==> config.mk <==
export PLATFORM = sky130hd
export DESIGN_NAME = dmem_lsu_flat
export DESIGN_NICKNAME = d
export VERILOG_FILES = /design/src/rtl/dmem_lsu_if.sv /design/src/rtl/dmem_lsu.sv /design/src/flat_wrapper.sv
export SDC_FILE = /design/constraint.sdc
export NUM_CORES = 1
export LEC_CHECK = 0
export ABC_AREA = 1
export CAP_MARGIN = 15
export CORE_ASPECT_RATIO = 1.1
export CORE_MARGIN = 5
export CORE_UTILIZATION = 25
export CTS_CLUSTER_SIZE = 28
export DETAILED_ROUTE_END_ITERATION = 12
export PLACE_DENSITY_LB_ADDON = 0.08
export RECOVER_POWER = 100
export SLEW_MARGIN = 25
export SYNTH_ARGS = -nofsm -noshare
export SYNTH_HDL_FRONTEND = slang
export SYNTH_SLANG_ARGS = --single-unit
==> constraint.sdc <==
create_clock -name clk -period 3.5 [get_ports clk]
set_clock_uncertainty 0.2 [all_clocks]
set_input_delay 0.7 -clock clk [delete_from_list [all_inputs] [get_ports clk]]
set_output_delay 0.7 -clock clk [all_outputs]
set_load 0.01 [all_outputs]
==> src/rtl/dmem_lsu_if.sv <==
// Core-side request/response and data-memory signals of the load/store unit.
// The master modport is the core plus memory side; the slave modport is the LSU.
interface dmem_lsu_if #(
  parameter int unsigned ADDR_W = 13
);
  logic              req_valid;
  logic              req_ready;
  logic              req_we;
  logic [1:0]        req_size;
  logic              req_unsigned;
  logic [ADDR_W+1:0] req_addr;
  logic [31:0]       req_wdata;
  logic              rsp_valid;
  logic [31:0]       rsp_rdata;
  logic              rsp_err;
  logic [ADDR_W-1:0] mem_addr;
  logic [31:0]       mem_wdata;
  logic              mem_we;
  logic [31:0]       mem_rdata;

  modport master (
    output req_valid, req_we, req_size, req_unsigned, req_addr, req_wdata, mem_rdata,
    input  req_ready, rsp_valid, rsp_rdata, rsp_err, mem_addr, mem_wdata, mem_we
  );

  modport slave (
    input  req_valid, req_we, req_size, req_unsigned, req_addr, req_wdata, mem_rdata,
    output req_ready, rsp_valid, rsp_rdata, rsp_err, mem_addr, mem_wdata, mem_we
  );
endinterface

==> src/rtl/dmem_lsu.sv <==
// Single-request load/store unit: byte/halfword/word access to a 32-bit word memory,
// sub-word stores done as read-modify-write, misaligned/illegal requests answered with an error.
module dmem_lsu #(
  parameter int unsigned ADDR_W = 13
) (
  input logic         clk,
  input logic         rst,
  dmem_lsu_if.slave   bus
);
  localparam int unsigned AW = ADDR_W + 2;

  typedef enum logic [1:0] {IDLE, ACCESS, WRITE, RESP} state_t;

  state_t      state, next_state;
  logic        r_we;
  logic [1:0]  r_size;
  logic        r_uns;
  logic [1:0]  r_off;
  logic [15:0] r_wdata;

  logic        accept_c;
  logic        err_c;
  logic [7:0]  byte_c;
  logic [15:0] half_c;
  logic [31:0] load_c;
  logic [31:0] merge_c;

  assign accept_c = bus.req_valid && (state == IDLE);
  assign err_c    = (bus.req_size == 2'b11) ||
                    ((bus.req_size == 2'b01) && bus.req_addr[0]) ||
                    ((bus.req_size == 2'b10) && (bus.req_addr[1:0] != 2'b00));

  // State register
  always_ff @(posedge clk or posedge rst) begin
    if (rst) state <= IDLE;
    else     state <= next_state;
  end

  // Next-state decode
  always_comb begin
    next_state = state;
    case (state)
      IDLE:    if (accept_c) next_state = err_c ? RESP : ACCESS;
      ACCESS:  next_state = (r_we && (r_size != 2'b10)) ? WRITE : RESP;
      WRITE:   next_state = RESP;
      RESP:    next_state = IDLE;
      default: next_state = IDLE;
    endcase
  end

  // Little-endian lane select, load extension and sub-word merge
  always_comb begin
    byte_c  = bus.mem_rdata[{r_off, 3'b000} +: 8];
    half_c  = bus.mem_rdata[{r_off[1], 4'b0000} +: 16];
    load_c  = bus.mem_rdata;
    merge_c = bus.mem_rdata;
    case (r_size)
      2'b00: begin
        load_c = r_uns ? {24'h0, byte_c} : {{24{byte_c[7]}}, byte_c};
        merge_c[{r_off, 3'b000} +: 8] = r_wdata[7:0];
      end
      2'b01: begin
        load_c = r_uns ? {16'h0, half_c} : {{16{half_c[15]}}, half_c};
        merge_c[{r_off[1], 4'b0000} +: 16] = r_wdata;
      end
      default: ;
    endcase
  end

  // Request capture and registered outputs
  always_ff @(posedge clk or posedge rst) begin
    if (rst) begin
      r_we          <= 1'b0;
      r_size        <= 2'b00;
      r_uns         <= 1'b0;
      r_off         <= 2'b00;
      r_wdata       <= 16'h0;
      bus.req_ready <= 1'b1;
      bus.rsp_valid <= 1'b0;
      bus.rsp_rdata <= 32'h0;
      bus.rsp_err   <= 1'b0;
      bus.mem_addr  <= '0;
      bus.mem_wdata <= 32'h0;
      bus.mem_we    <= 1'b0;
    end else begin
      bus.req_ready <= (next_state == IDLE);
      bus.rsp_valid <= (next_state == RESP);
      // Word stores write in ACCESS; sub-word stores only after the read in ACCESS
      bus.mem_we    <= (next_state == WRITE) ||
                       (accept_c && !err_c && bus.req_we && (bus.req_size == 2'b10));
      if (accept_c) begin
        r_we    <= bus.req_we;
        r_size  <= bus.req_size;
        r_uns   <= bus.req_unsigned;
        r_off   <= bus.req_addr[1:0];
        r_wdata <= bus.req_wdata[15:0];
        if (!err_c) begin
          bus.mem_addr <= bus.req_addr[AW-1:2];
          if (bus.req_we && (bus.req_size == 2'b10)) bus.mem_wdata <= bus.req_wdata;
        end
      end
      if ((state == ACCESS) && (next_state == WRITE)) bus.mem_wdata <= merge_c;
      if ((next_state == RESP) && (state != RESP)) begin
        bus.rsp_err   <= (state == IDLE);
        bus.rsp_rdata <= ((state == ACCESS) && !r_we) ? load_c : 32'h0;
      end
    end
  end
endmodule
==> src/flat_wrapper.sv <==
// flat-port wrapper written by rule: the top's interface ports become plain ports
module dmem_lsu_flat 
#(
  parameter int unsigned ADDR_W = 13
)
  (clk, rst, bus_req_valid, bus_req_we, bus_req_size, bus_req_unsigned, bus_req_addr, bus_req_wdata, bus_mem_rdata, bus_req_ready, bus_rsp_valid, bus_rsp_rdata, bus_rsp_err, bus_mem_addr, bus_mem_wdata, bus_mem_we);
  dmem_lsu_if #(.ADDR_W(ADDR_W)) bus_i ();
  input logic clk;
  input logic rst;
  input wire logic [$bits(bus_i.req_valid)-1:0] bus_req_valid;
  input wire logic [$bits(bus_i.req_we)-1:0] bus_req_we;
  input wire logic [$bits(bus_i.req_size)-1:0] bus_req_size;
  input wire logic [$bits(bus_i.req_unsigned)-1:0] bus_req_unsigned;
  input wire logic [$bits(bus_i.req_addr)-1:0] bus_req_addr;
  input wire logic [$bits(bus_i.req_wdata)-1:0] bus_req_wdata;
  input wire logic [$bits(bus_i.mem_rdata)-1:0] bus_mem_rdata;
  output wire logic [$bits(bus_i.req_ready)-1:0] bus_req_ready;
  output wire logic [$bits(bus_i.rsp_valid)-1:0] bus_rsp_valid;
  output wire logic [$bits(bus_i.rsp_rdata)-1:0] bus_rsp_rdata;
  output wire logic [$bits(bus_i.rsp_err)-1:0] bus_rsp_err;
  output wire logic [$bits(bus_i.mem_addr)-1:0] bus_mem_addr;
  output wire logic [$bits(bus_i.mem_wdata)-1:0] bus_mem_wdata;
  output wire logic [$bits(bus_i.mem_we)-1:0] bus_mem_we;
  assign bus_i.req_valid = bus_req_valid;
  assign bus_i.req_we = bus_req_we;
  assign bus_i.req_size = bus_req_size;
  assign bus_i.req_unsigned = bus_req_unsigned;
  assign bus_i.req_addr = bus_req_addr;
  assign bus_i.req_wdata = bus_req_wdata;
  assign bus_i.mem_rdata = bus_mem_rdata;
  assign bus_req_ready = bus_i.req_ready;
  assign bus_rsp_valid = bus_i.rsp_valid;
  assign bus_rsp_rdata = bus_i.rsp_rdata;
  assign bus_rsp_err = bus_i.rsp_err;
  assign bus_mem_addr = bus_i.mem_addr;
  assign bus_mem_wdata = bus_i.mem_wdata;
  assign bus_mem_we = bus_i.mem_we;
  dmem_lsu #(.ADDR_W(ADDR_W)) u_core (.clk(clk), .rst(rst), .bus(bus_i));
endmodule
==> run_1/gate_families.png <==
Scale: 1.5 px per um.
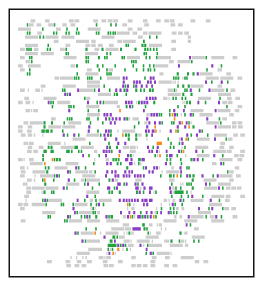
legend:
  green:
    family: NAND gates
    cells: 408
    most_used: nand2_1
  purple:
    family: inverting AOI/OAI gates
    cells: 230
    most_used: o21ai_0
  orange:
    family: NOR gates
    cells: 24
    most_used: nor2_1

==> run_1/clock_map.png <==
Scale: 3 px per um.
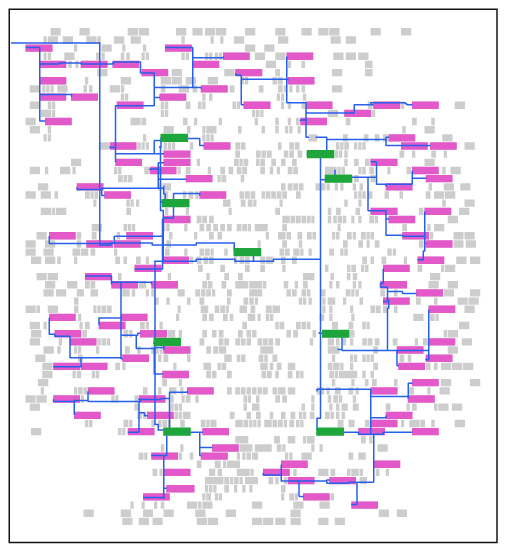
legend:
  blue:
    item: clock wires
    length: 1600 um
  magenta:
    item: flip-flops
    count: 105
  green:
    item: cells driving clock nets
    count: 9
routed clock nets: 10
flops lie: widely spread

==> run_1/met3.png <==
Scale: 3 px per um.
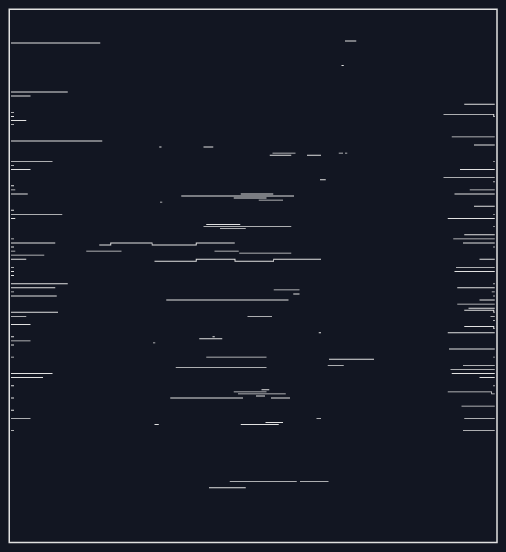
share of all routed wire: 4.9%
longest straight run: 40.5 um
wire length on this layer: 1200 um
nets with wire on the layer: 120

==> summary.txt, run 1 <==
fresh numbers from the pnr run: dominant register cell sky130_fd_sc_hd__dfrtp_1, post-synthesis xor/xnor area fraction 0%, Worst path depth 9, post-route ant nets 0, total half-perimeter wirelength after legalization and detailed placement ~19000 um, power in the clock group 1.02 mW, met1 layer usage reported by global route 25.2%, violations in the final reports max-slew violations, depth of the worst register-to-register path 10, Site Rows ~61, met3 wire length around 1200 um, Regs by FF count u_core.bus.mem_wdata x32, u_core.bus.rsp_rdata x32, u_core.r_wdata x16, final worst-path setup slack 586 ps, nets@finish approximately 1200, number of buffers inserted to repair setup after CTS 0, Avg Cell Area, Syn 6.93 um2, Final Wtd Congestion 0.863, synthesis-to-finish area growth 34.6%, most frequent cells in the layout sky130_fd_sc_hd__nand2_1 (319), sky130_fd_sc_hd__o21ai_0 (152), sky130_fd_sc_hd__dfrtp_1 (104), Synth Register Bits 105, area after detailed placement 8300 um2, net switching power of the design around 3.6 mW, number of cells on the worst hold path 2, Setup Slack @ Placement 396 ps, uppermost routed layer met4, net count of the mapped netlist 1014, overflow left after global routing 0, share of final-layout standard cells stronger than drive strength 1 4.52%, post_cts resized 0, number of global-route vias before repair 6508, clock-pin slew on the worst setup and hold paths 80 ps, part of the power in the clock network 13.7%, initial standard-cell utilization of the core 25.2%, number of design-rule violations left by the first detailed-router iteration a little over 400, headroom to the max-slew limit -0.300%, Post-Route Hold Slack 275 ps, cts hold-fix bufs 0, number of flops mapped to enable cells by yosys 0, Setup crit start kind input pin, Synth Cell Area around 6400 um2, total number of vias between 6000 and 7000, part of the power in registers 29.0%, number of setup violations in the final report 0, number of antenna violations at the first check in global routing 0, total inserted antenna cells 0, Worst path top cell family by delay buffers and inverters, number of search-and-repair iterations in the first detailed-routing pass 7, Total Neg Setup Slack 0 ps, Chip Width 162 um, arrival time worst endpoint 2940 ps, worst hold path type register to register, area fraction in compound gates after synthesis 19.1%, largest net degree at the start of global routing ~110, area share, top type between 40% and 50%, portion of netlist area occupied by mux cells 0%, data required time at the worst endpoint 3520 ps, share of synthesized registers carrying an async set or reset 100%, # clock sinks 105, clock tree from TritonCTS yes, final max-slew violation count 34, count of cell types in the netlist 36, slew at the pin closest to its max-slew limit 1500 ps, cell types with the highest counts after synthesis sky130_fd_sc_hd__nand2_1 (319), sky130_fd_sc_hd__o21ai_0 (131), sky130_fd_sc_hd__dfrtp_1 (104), sky130_fd_sc_hd__nand3_1 (74), sky130_fd_sc_hd__inv_1 (68), number of warnings in the stage logs 36, longest individual stage delay on the worst path around 560 ps, GR met2 Demand/Resource between 20% and 30%, cell total after placement between 1000 and 1500, number of buffers added on ports between 150 and 200, final core area utilization 34.0%, critical path fanouts, max 49, cell at the root of the clock tree sky130_fd_sc_hd__clkbuf_16, Leading power group combinational logic, Yosys Instances around 920, combinational gate power roughly 4.2 mW, sum of met2 wire segment lengths after detailed routing 10700 um, height of the die 177 um, proportion of total power due to net switching 48.5%, status complete, but fails checks, synthesis warning total 0, Seq. pwr ~2.1 mW, portion of the clock cycle consumed by the worst path in the final layout 83.3%, filler instances 2788, TritonCTS buffer count 9, worst vdd ir 319 uV, shortest clock period the worst path allows after layout 2910 ps, average routed wire per standard cell ~18 um, detailed-route DRC error count 0
[run 1: cell type report]
class,count,area [um2],share of cell area (%)
inverters,77,293,3.42
clock buffers,9,225,2.63
flip-flops and latches,105,2630,30.7
multi-input cells,682,3170,37.1
well taps,315,394,4.61
repair buffers,183,1780,20.8
clock inverters,7,62.6,0.731
[run 1: final timing paths]
| path | start | end | slack [ps] |
|---|---|---|---|
| max reg2reg | u_core.state[0] | u_core.bus.rsp_rdata[24] | 780 |
| max in group asynchronous | rst | u_core.r_off[1] | 980 |
| min reg2reg | u_core.bus.mem_wdata[16] | u_core.bus.mem_wdata[16] | 270 |
| min | u_core.bus.mem_wdata[16] | u_core.bus.mem_wdata[16] | 270 |
| max | bus_req_valid | u_core.bus.rsp_rdata[24] | 590 |
| min in group asynchronous | rst | u_core.bus.rsp_rdata[20] | 1170 |
==> run 1 -> run 2 <==
==> constraint.sdc (replaced) <==
create_clock -name clk -period 2.45 [get_ports clk]
set_clock_uncertainty 0.2 [all_clocks]
set_input_delay 0.49 -clock clk [delete_from_list [all_inputs] [get_ports clk]]
set_output_delay 0.49 -clock clk [all_outputs]
set_load 0.01 [all_outputs]
==> run_2/metal_stack.png <==
Scale: 1.5 px per um.
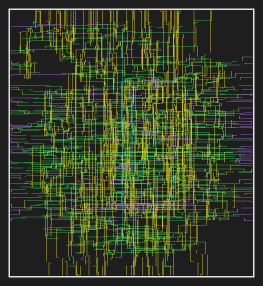
legend:
  purple:
    layer: met3
    wire_length: 1300 um
  cyan:
    layer: met4
    wire_length: 340 um
  yellow:
    layer: met2
    wire_length: 10800 um
  green:
    layer: met1
    wire_length: 12000 um

==> run_2/clock_map.png <==
Scale: 3 px per um.
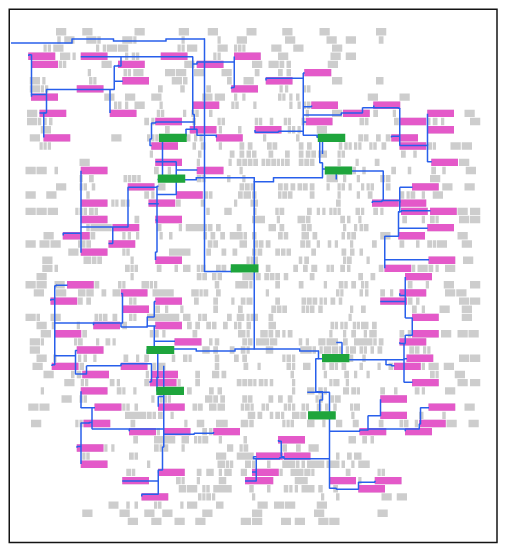
legend:
  magenta:
    item: flip-flops
    count: 105
  blue:
    item: clock wires
    length: 1580 um
  green:
    item: cells driving clock nets
    count: 9
routed clock nets: 10

==> run 2 against run 1 <==
The flow now finishes without violations. Final cell count increased by 1.9%. Critical path depth increased by 1. Register-to-register slack got worse by 580 ps.
==> summary.txt, run 2 <==
fresh numbers from the pnr run: post-route ant nets 0, Regs by FF count u_core.bus.mem_wdata x32, u_core.bus.rsp_rdata x32, u_core.r_wdata x16, data required time at the worst endpoint around 2500 ps, number of antenna violations at the first check in global routing 0, Synth Register Bits approximately 110, GRT Max-Usage Layer met2, number of cells on the worst hold path 2, post_cts resized 0, GR met2 Demand/Resource 26.0%, depth of the worst register-to-register path 10, dominant register cell sky130_fd_sc_hd__dfrtp_1, R2R Path End u_core.bus.mem_wdata[13], share of synthesized registers carrying an async set or reset 100%, part of the power in the clock network between 10% and 20%, number of buffers inserted to repair setup after CTS 0, overflow left after global routing 0, met3 wire length 1300 um, Avg Cell Area, Syn 6.93 um2, met1 layer usage reported by global route 24.7%, post-synthesis xor/xnor area fraction 0%, Seq. pwr 3.08 mW, net count of the mapped netlist 1014, number of warnings in the stage logs 34, number of buffers added on ports 166, final max-slew violation count 0, Leading power group combinational logic, synthesis warning total 0, part of the power in registers roughly 28%, Site Rows slightly above 60, share of final-layout standard cells stronger than drive strength 1 6.98%, # clock sinks 105, detailed-route DRC error count 0, sum of met2 wire segment lengths after detailed routing roughly 11000 um, worst vdd ir 439 uV, portion of the clock cycle consumed by the worst path in the final layout 91.7%, number of setup violations in the final report 0, total half-perimeter wirelength after legalization and detailed placement ~19000 um, number of design-rule violations left by the first detailed-router iteration 451, cts hold-fix bufs 0, clock tree from TritonCTS yes, area after detailed placement 8600 um2, critical path fanouts, max 17, Chip Width about 160 um, clock-pin slew on the worst setup and hold paths about 80 ps, startpoint of the lowest-slack hold path u_core.bus.mem_wdata[18], longest individual stage delay on the worst path ~390 ps, total inserted antenna cells 0, headroom to the max-slew limit between 40 and 50%, final core area utilization about a third, net switching power of the design 5.16 mW, combinational gate power 6.32 mW, status completed, worst hold path type register to register, cell at the root of the clock tree sky130_fd_sc_hd__clkbuf_16, Setup crit start kind register, power in the clock group 1.54 mW, proportion of total power due to net switching a little under half, area fraction in compound gates after synthesis 19.1%, uppermost routed layer met4, nets@finish ~1200, slew at the pin closest to its max-slew limit 779 ps, WHS Endpoint u_core.bus.mem_wdata[18], Post-Route Hold Slack 269 ps, initial standard-cell utilization of the core 25.2%, count of cell types in the netlist 36, Total Neg Setup Slack 0 ps, portion of netlist area occupied by mux cells 0%, most frequent cells in the layout sky130_fd_sc_hd__nand2_1 (319), sky130_fd_sc_hd__o21ai_0 (149), sky130_fd_sc_hd__dfrtp_1 (104), Final Wtd Congestion roughly 0.94, cell types with the highest counts after synthesis sky130_fd_sc_hd__nand2_1 (319), sky130_fd_sc_hd__o21ai_0 (131), sky130_fd_sc_hd__dfrtp_1 (104), sky130_fd_sc_hd__nand3_1 (74), sky130_fd_sc_hd__inv_1 (68), power consumption 10.9 mW, number of search-and-repair iterations in the first detailed-routing pass 5, final worst-path setup slack 203 ps, Worst path top cell family by delay simple AND/OR/NAND/NOR gates, setup slack on the worst flop-to-flop path 200 ps, number of flops mapped to enable cells by yosys 0, Setup Slack @ Placement -39.9 ps, total number of vias 6544, number of global-route vias before repair 6493, Yosys Instances 918
==> run 2: worst max-delay path by stage <==
stage,startpoint,endpoint,cells past startpoint
detailed placement,bus_req_valid,u_core.bus.mem_wdata[5],11
finish,u_core.state[0],u_core.bus.mem_wdata[13],10
floorplan,u_core.r_off[1],u_core.bus.mem_wdata[1],10
global placement,bus_req_valid,u_core.bus.mem_wdata[11],11
CTS,u_core.state[0],u_core.bus.mem_wdata[5],12
global route,u_core.state[1],u_core.bus.mem_wdata[1],12
==> run 2: layout make-up <==
class	instances	area (um2)
Multi-Input combinational cell	682	3190
Clock buffer	9	225
Inverter	77	293
Timing Repair Buffer	209	2050
Tap cell	315	394
Clock inverter	7	85.1
Fill cell	2767	16300
Sequential cell	105	2630
Power figures rest on the tool's default switching activity, not on a simulated workload.
